`src/rtl/mem_rd_pkg.sv`:
```
// Shared types, constants and helpers for the skewed memory read controller.
package mem_rd_pkg;

    typedef enum logic [1:0] {
        IDLE  = 2'd0,
        RUN   = 2'd1,
        DRAIN = 2'd2
    } state_e;

    // Parked lane address; users truncate to their address width.
    localparam logic [63:0] ADDR_INVALID = '1;

    // Limit a requested row count to the per-transfer cap.
    function automatic logic [31:0] clamp_rows(input logic [31:0] rows, input logic [31:0] cap);
        return (rows > cap) ? cap : rows;
    endfunction

endpackage

```
`src/rtl/mem_rd_vld_pipe.sv`:
```
// WIDTH-wide, DEPTH-deep delay line with synchronous active-low clear.
module mem_rd_vld_pipe
    import mem_rd_pkg::*;
#(
    parameter int unsigned WIDTH = 16,
    parameter int unsigned DEPTH = 2
) (
    input  logic             clk,
    input  logic             clr_n,
    input  logic [WIDTH-1:0] din,
    output logic [WIDTH-1:0] dout
);

    logic [WIDTH-1:0] stage_q [DEPTH];
    logic [WIDTH-1:0] stage_d [DEPTH];

    // Shift by one stage per clock.
    always_comb begin
        stage_d[0] = din;
        for (int unsigned i = 1; i < DEPTH; i++) begin
            stage_d[i] = stage_q[i-1];
        end
    end

    // Stage registers; clear drops everything in flight.
    always_ff @(posedge clk) begin
        if (!clr_n) begin
            stage_q <= '{default: '0};
        end else begin
            stage_q <= stage_d;
        end
    end

    assign dout = stage_q[DEPTH-1];

endmodule

```
`src/rtl/mem_rd_skew_ctrl.sv`:
```
// Skewed read controller for a SYS_ROW-lane systolic array: lane i issues
// its reads i issue-cycles after lane 0, with stride addressing, global stall
// and a latency-aligned data-valid output.
// Optional build macro MEM_RD_SKEW_REVERSE_EN adds skew_rev, which makes the
// skew start at lane SYS_ROW-1 and end at lane 0.
module mem_rd_skew_ctrl
    import mem_rd_pkg::*;
#(
    parameter int unsigned SYS_ROW    = 16,
    parameter int unsigned ADDR_WIDTH = 16,
    parameter int unsigned CNT_WIDTH  = 16,
    parameter int unsigned MAX_ROWS   = 256,
    parameter int unsigned RD_LATENCY = 2
) (
    input  logic                                 clk,
    input  logic                                 rstn,
    input  logic                                 start,
    input  logic [CNT_WIDTH-1:0]                 num_row,
    input  logic [ADDR_WIDTH-1:0]                base_addr,
    input  logic [ADDR_WIDTH-1:0]                row_stride,
    input  logic                                 stall,
`ifdef MEM_RD_SKEW_REVERSE_EN
    input  logic                                 skew_rev,
`endif
    output logic                                 busy,
    output logic                                 done,
    output logic [SYS_ROW-1:0]                   rd_en,
    output logic [SYS_ROW-1:0][ADDR_WIDTH-1:0]   rd_addr,
    output logic [SYS_ROW-1:0]                   data_vld
);

    localparam int unsigned           DC_W      = $clog2(RD_LATENCY + 1);
    localparam logic [ADDR_WIDTH-1:0] ADDR_INV  = ADDR_WIDTH'(ADDR_INVALID);
    localparam logic [SYS_ROW-1:0]    LAST_ONLY = {1'b1, {(SYS_ROW-1){1'b0}}};

    state_e                             state_q, state_d;
    logic [CNT_WIDTH-1:0]               cnt_q, cnt_d;
    logic [CNT_WIDTH-1:0]               n_q, n_d;
    logic [ADDR_WIDTH-1:0]              stride_q, stride_d;
    // Logical-lane issue pattern of the most recent unstalled issue cycle.
    logic [SYS_ROW-1:0]                 sh_q, sh_d;
    logic [SYS_ROW-1:0]                 rd_en_q, rd_en_d;
    logic [SYS_ROW-1:0][ADDR_WIDTH-1:0] rd_addr_q, rd_addr_d;
    logic [DC_W-1:0]                    dc_q, dc_d;
    logic                               busy_q, busy_d;
    logic                               done_q, done_d;
    logic                               issue0;
    logic [SYS_ROW-1:0]                 prev_phys, next_phys;
    logic                               rev;

`ifdef MEM_RD_SKEW_REVERSE_EN
    logic rev_q, rev_d;

    // Skew direction latched with the transfer.
    always_comb begin
        rev_d = rev_q;
        if (state_q == IDLE && start) begin
            rev_d = skew_rev;
        end
    end

    // Skew direction register.
    always_ff @(posedge clk) begin
        if (!rstn) begin
            rev_q <= 1'b0;
        end else begin
            rev_q <= rev_d;
        end
    end

    assign rev = rev_q;
`else
    assign rev = 1'b0;
`endif

    // Next-state, issue and address logic.
    always_comb begin
        state_d   = state_q;
        cnt_d     = cnt_q;
        n_d       = n_q;
        stride_d  = stride_q;
        sh_d      = sh_q;
        rd_en_d   = '0;
        rd_addr_d = rd_addr_q;
        dc_d      = dc_q;
        busy_d    = (state_q != IDLE);
        done_d    = 1'b0;
        issue0    = (cnt_q < n_q);
        prev_phys = '0;
        next_phys = '0;

        case (state_q)
            IDLE: begin
                if (start) begin
                    n_d       = CNT_WIDTH'(clamp_rows(32'(num_row), 32'(MAX_ROWS)));
                    stride_d  = row_stride;
                    cnt_d     = '0;
                    sh_d      = '0;
                    dc_d      = '0;
                    rd_addr_d = {SYS_ROW{base_addr}};
                    state_d   = (n_d == '0) ? DRAIN : RUN;
                end
            end
            RUN: begin
                if (!stall) begin
                    sh_d = {sh_q[SYS_ROW-2:0], issue0};
                    if (issue0) begin
                        cnt_d = cnt_q + CNT_WIDTH'(1);
                    end
                    // Map logical skew order onto physical lanes.
                    for (int unsigned p = 0; p < SYS_ROW; p++) begin
                        prev_phys[p] = rev ? sh_q[SYS_ROW-1-p] : sh_q[p];
                        next_phys[p] = rev ? sh_d[SYS_ROW-1-p] : sh_d[p];
                        rd_en_d[p]   = next_phys[p];
                        if (prev_phys[p] && next_phys[p]) begin
                            rd_addr_d[p] = rd_addr_q[p] + stride_q;
                        end else if (prev_phys[p]) begin
                            rd_addr_d[p] = ADDR_INV;
                        end
                    end
                    // Only the last logical lane still reading: final issue.
                    if (sh_d == LAST_ONLY) begin
                        state_d = DRAIN;
                        dc_d    = '0;
                    end
                end
            end
            DRAIN: begin
                sh_d      = '0;
                rd_addr_d = {SYS_ROW{ADDR_INV}};
                dc_d      = dc_q + DC_W'(1);
                if (dc_q == DC_W'(RD_LATENCY)) begin
                    done_d  = 1'b1;
                    state_d = IDLE;
                end
            end
            default: begin
                state_d = IDLE;
            end
        endcase
    end

    // State and output registers.
    always_ff @(posedge clk) begin
        if (!rstn) begin
            state_q   <= IDLE;
            cnt_q     <= '0;
            n_q       <= '0;
            stride_q  <= '0;
            sh_q      <= '0;
            rd_en_q   <= '0;
            rd_addr_q <= {SYS_ROW{ADDR_INV}};
            dc_q      <= '0;
            busy_q    <= 1'b0;
            done_q    <= 1'b0;
        end else begin
            state_q   <= state_d;
            cnt_q     <= cnt_d;
            n_q       <= n_d;
            stride_q  <= stride_d;
            sh_q      <= sh_d;
            rd_en_q   <= rd_en_d;
            rd_addr_q <= rd_addr_d;
            dc_q      <= dc_d;
            busy_q    <= busy_d;
            done_q    <= done_d;
        end
    end

    assign busy    = busy_q;
    assign done    = done_q;
    assign rd_en   = rd_en_q;
    assign rd_addr = rd_addr_q;

    // Data-valid follows rd_en by the memory read latency.
    mem_rd_vld_pipe #(
        .WIDTH (SYS_ROW),
        .DEPTH (RD_LATENCY)
    ) u_vld_pipe (
        .clk   (clk),
        .clr_n (rstn),
        .din   (rd_en_q),
        .dout  (data_vld)
    );

endmodule

```
`config.mk`:
```
export PLATFORM = sky130hd
export DESIGN_NAME = mem_rd_skew_ctrl
export DESIGN_NICKNAME = d
export VERILOG_FILES = /design/src/rtl/mem_rd_pkg.sv /design/src/rtl/mem_rd_vld_pipe.sv /design/src/rtl/mem_rd_skew_ctrl.sv
export SDC_FILE = /design/constraint.sdc
export NUM_CORES = 1
export LEC_CHECK = 0
export ABC_AREA = 0
export CAP_MARGIN = 20
export CORE_AREA = 2 2 221 223
export CTS_BUF_LIST = sky130_fd_sc_hd__clkbuf_2 sky130_fd_sc_hd__clkbuf_4 sky130_fd_sc_hd__clkbuf_8
export CTS_CLUSTER_SIZE = 10
export DETAILED_ROUTE_END_ITERATION = 7
export DIE_AREA = 0 0 223 225
export PLACE_DENSITY_LB_ADDON = 0.12
export REMOVE_ABC_BUFFERS = 1
export SLEW_MARGIN = 15
export SYNTH_ARGS = -nofsm -noshare
export SYNTH_HDL_FRONTEND = slang
export SYNTH_SLANG_ARGS = --single-unit
```
`constraint.sdc`:
```
create_clock -name clk -period 6.2 [get_ports clk]
set_input_delay 1.24 -clock clk [delete_from_list [all_inputs] [get_ports clk]]
set_output_delay 1.24 -clock clk [all_outputs]
set_load 0.03 [all_outputs]
```
Fig. 1: run 1, M1 wires
Scale: 2 px per um. Supply wires on this layer in grey. Cells faint in the background.
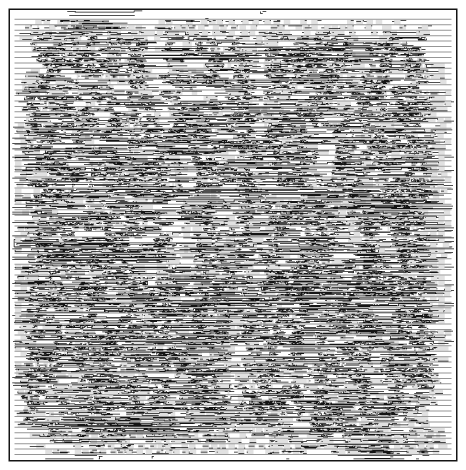
The layer carries 39.1 mm of wire. 3673 nets have wire on it. The longest straight run is 92.5 um. The wires run mostly horizontal. The layer holds 40% of the routed length.
met1 Usage GRT: 0.485
via count: 27157

Fig. 2: run 1, placed standard cells
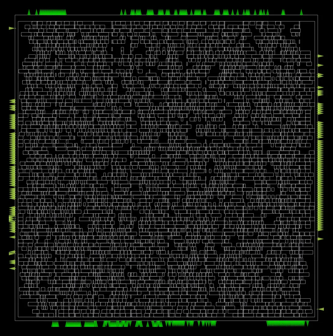
number of fillers in the final layout: 3993
register share of the cell area: 0.238

==> results.rst, run 1 <==
Implementation results
======================

.. list-table::
   :header-rows: 1

   * - Metric
     - Value
   * - Outcome
     - finished clean
   * - Layout-stage area growth over the synthesis result
     - 21.3%
   * - Clock tree buffer count of the final layout
     - 113
   * - Number of warnings in the stage logs
     - 30
   * - Aggregate global-route resource usage
     - 0.380
   * - Number of antenna violations at the first check in global routing
     - 6
   * - Power Density
     - 603 nW/um2
   * - RSZ-0062 raised after global routing
     - no
   * - Maximum number of pins on one net before global-route repair
     - 121
   * - Power consumed by combinational cells
     - 12.5 mW
   * - Worst EP required
     - 6.74 ns
   * - Share of the clock period used by the worst path
     - 0.616
   * - Fraction of final layout cells with drive strength greater than 1
     - 0.0668
   * - Finished Core Util
     - 0.662
   * - Cell types occupying the most area after synthesis
     - sky130_fd_sc_hd__dfxtp_1 29%, sky130_fd_sc_hd__ha_1 13%, sky130_fd_sc_hd__a21oi_1 6.8%
   * - Sequential power share
     - 0.204
   * - Clock network fraction of total power
     - 0.138
   * - Unique masters post-synth
     - 72
   * - Number of standard cells in the layout, taps in and fillers out
     - 4255
   * - Count of mapped cells out of synthesis
     - 3300
   * - #MultiIn Comb
     - 2668
   * - Pre-CTS setup slack
     - 2.08 ns
Fig. 3: run 1, nets reached from selected ports
Scale: 1 px per um.
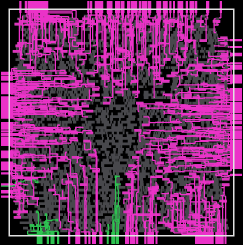
Key: green = `row_stride` [bits 16, direction input, edge 15 bottom, 1 left, end cells 16, buffers 16, wire 454 um]; magenta = `rd_addr` [bits 256, direction output, edge 82 top, 67 right, 59 left, 48 bottom, end cells 256, buffers 256, wire 15700 um]
number of buffers inserted by port buffering: 341
number of primary I/O pins: 342

[run 1: flip-flops by register name, indices dropped and copies added, names as in the netlist]
signal / count
dc_q: 2
cnt_q: 16
rd_en: 16
rd_addr: 256
sh_q: 16
n_q: 16
stride_q: 16
u_vld_pipe.stage_d: 16
busy: 1
state_q: 2
done: 1
u_vld_pipe.dout: 16
[run 1: per-layer routing]
layer | routed length [um] | global-route usage | up-vias
met4 | 6380 | 0.236 | 4
li1 | - | - | 12665
met5 | 27 | 0 | -
met1 | 39100 | 0.485 | 12717
met2 | 42900 | 0.593 | 1417
met3 | 9900 | 0.0743 | 354
[run 1: per-stage QoR]
step                area, um2  hold slack [ns]
CTS                     31400            0.434
global placement        29900            0.413
global route            31500            0.449
floorplan               25200            0.412
finish                  31500            0.431
detailed placement      29900            0.420
## Run 2: what changed since run 1
--- a/config.mk
+++ b/config.mk
@@ -7,11 +7,11 @@
 export LEC_CHECK = 0
 export ABC_AREA = 0
 export CAP_MARGIN = 20
-export CORE_AREA = 2 2 221 223
+export CORE_AREA = 2 2 227 229
 export CTS_BUF_LIST = sky130_fd_sc_hd__clkbuf_2 sky130_fd_sc_hd__clkbuf_4 sky130_fd_sc_hd__clkbuf_8
 export CTS_CLUSTER_SIZE = 10
 export DETAILED_ROUTE_END_ITERATION = 7
-export DIE_AREA = 0 0 223 225
+export DIE_AREA = 0 0 229 231
 export PLACE_DENSITY_LB_ADDON = 0.12
 export REMOVE_ABC_BUFFERS = 1
 export SLEW_MARGIN = 15
==> constraint.sdc (replaced) <==
create_clock -name clk -period 3.1 [get_ports clk]
set_input_delay 0.62 -clock clk [delete_from_list [all_inputs] [get_ports clk]]
set_output_delay 0.62 -clock clk [all_outputs]
set_load 0.03 [all_outputs]
Fig. 4: run 2, placed standard cells
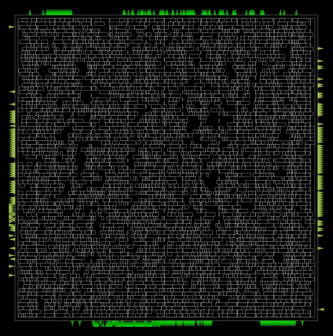
row cnt: 83
number of fillers in the final layout: 4470

Fig. 5: run 2, nets reached from selected ports
Scale: 1 px per um.
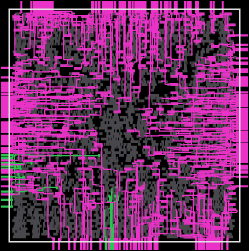
Key: green = `row_stride` [bits 16, direction input, edge 10 left, 6 bottom, end cells 16, buffers 16, wire 587 um]; magenta = `rd_addr` [bits 256, direction output, edge 82 top, 72 right, 53 left, 49 bottom, end cells 256, buffers 256, wire 16200 um]

==> run 2 against run 1 <==
Sequential share of layout area shrank 1.0 points. Register-to-register slack worse by 2.3 ns. Clock power is 120% higher. Critical path depth is 2 lower. Routed wire length increased by 4.6%. Critical path type unchanged. Worst hold slack got worse by 0.053 ns. First-iteration DRC count down 5.1%.
==> results.rst, run 2 <==
Implementation results
======================

.. list-table::
   :header-rows: 1

   * - Metric
     - Value
   * - Cell types occupying the most area after synthesis
     - sky130_fd_sc_hd__dfxtp_1 29%, sky130_fd_sc_hd__ha_1 13%, sky130_fd_sc_hd__a21oi_1 6.8%
   * - Number of buffers on the longest clock path
     - 3
   * - Logic depth of the worst register-to-register path
     - 11
   * - Clock network fraction of total power
     - 0.143
   * - Unique masters post-synth
     - 72
   * - Chip Height
     - 231 um
   * - Number of antenna violations at the first check in global routing
     - 0
   * - Number of global-route vias before repair
     - 25752
   * - Power Density
     - 1210 nW/um2
   * - Met3 Track Usage GR
     - 0.0773
   * - Crit path max-delay family
     - AND-OR/OR-AND gates
   * - Max Slew Vio Count
     - 0
   * - Aggregate global-route resource usage
     - 0.372
   * - Share of the clock period used by the worst path
     - 0.964
   * - Met1 Usage GRT
     - 0.478
   * - Layout-stage area growth over the synthesis result
     - 26.9%
   * - Sequential power share
     - 0.191
   * - Pre-CTS setup slack
     - -0.0198 ns
   * - Kind of start point of the critical path
     - flop
   * - Routed length on met2
     - 45000 um
   * - Maximum number of pins on one net before global-route repair
     - 108
   * - Worst EP required
     - 3.62 ns
   * - Commonest non-fill, non-tap cell in the layout
     - sky130_fd_sc_hd__nand2_1
   * - Outcome
     - finished clean
   * - Count of mapped cells out of synthesis
     - 3300
   * - Routed met1 length
     - 42100 um
   * - Via/cell ratio
     - 6.20
   * - Busiest layer in global routing
     - met2
   * - GR Layer Usage met2
     - 0.588
   * - Uppermost layer routed
     - met4
   * - Number of standard cells in the layout, taps in and fillers out
     - 4437
   * - Power consumed by combinational cells
     - 26.5 mW
   * - Met3 WL
     - 9450 um
   * - Number of primary I/O pins
     - 342
Fig. 6: run 2, cell classes on the final placement
Scale: 1.5 px per um.
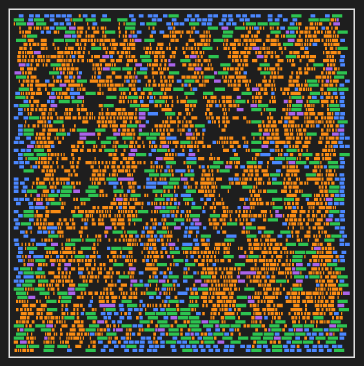
Key: purple = clock drivers and dummy loads [cells 134]; green = sequential cells [cells 374]; blue = remaining buffers and delay cells [cells 503]; orange = combinational and other logic [cells 2746]
Finished Core Util: 0.649
final instance area: 32900 um2
core box area: 50700 um2
register share of the cell area: 0.228

run 2: cell counts after synthesis:
Identical to the previous run, type by type.
run 2: stage by stage:
step,instance area (um2),TNS [ns],hold WS (ns)
after floorplan,25200,-683.95,0.412
final,32900,0,0.378
after CTS,32600,0,0.347
after global placement,30900,0,0.415
after global routing,32900,-0.0761,0.379
after detailed placement,30900,-0.0270,0.418
run 2: timing repair:
item	4_1_cts	5_1_grt
hold endpoints to repair	0	0
resized	3	55
setup buffers	0	14
endpoints found under the setup margin	5	42
hold buffers	0	0
pin swaps	2	18
cloned	0	0
run 2: area by class of cell:
cell class,instances,share of cell area
Clock buffer,109,0.0429
Clock inverter,25,0.00753
Inverter,78,0.00901
Multi-Input combinational cell,2668,0.538
Sequential cell,374,0.228
Tap cell,680,0.0259
Timing Repair Buffer,503,0.149
Power is estimated from default activity; no workload was simulated.
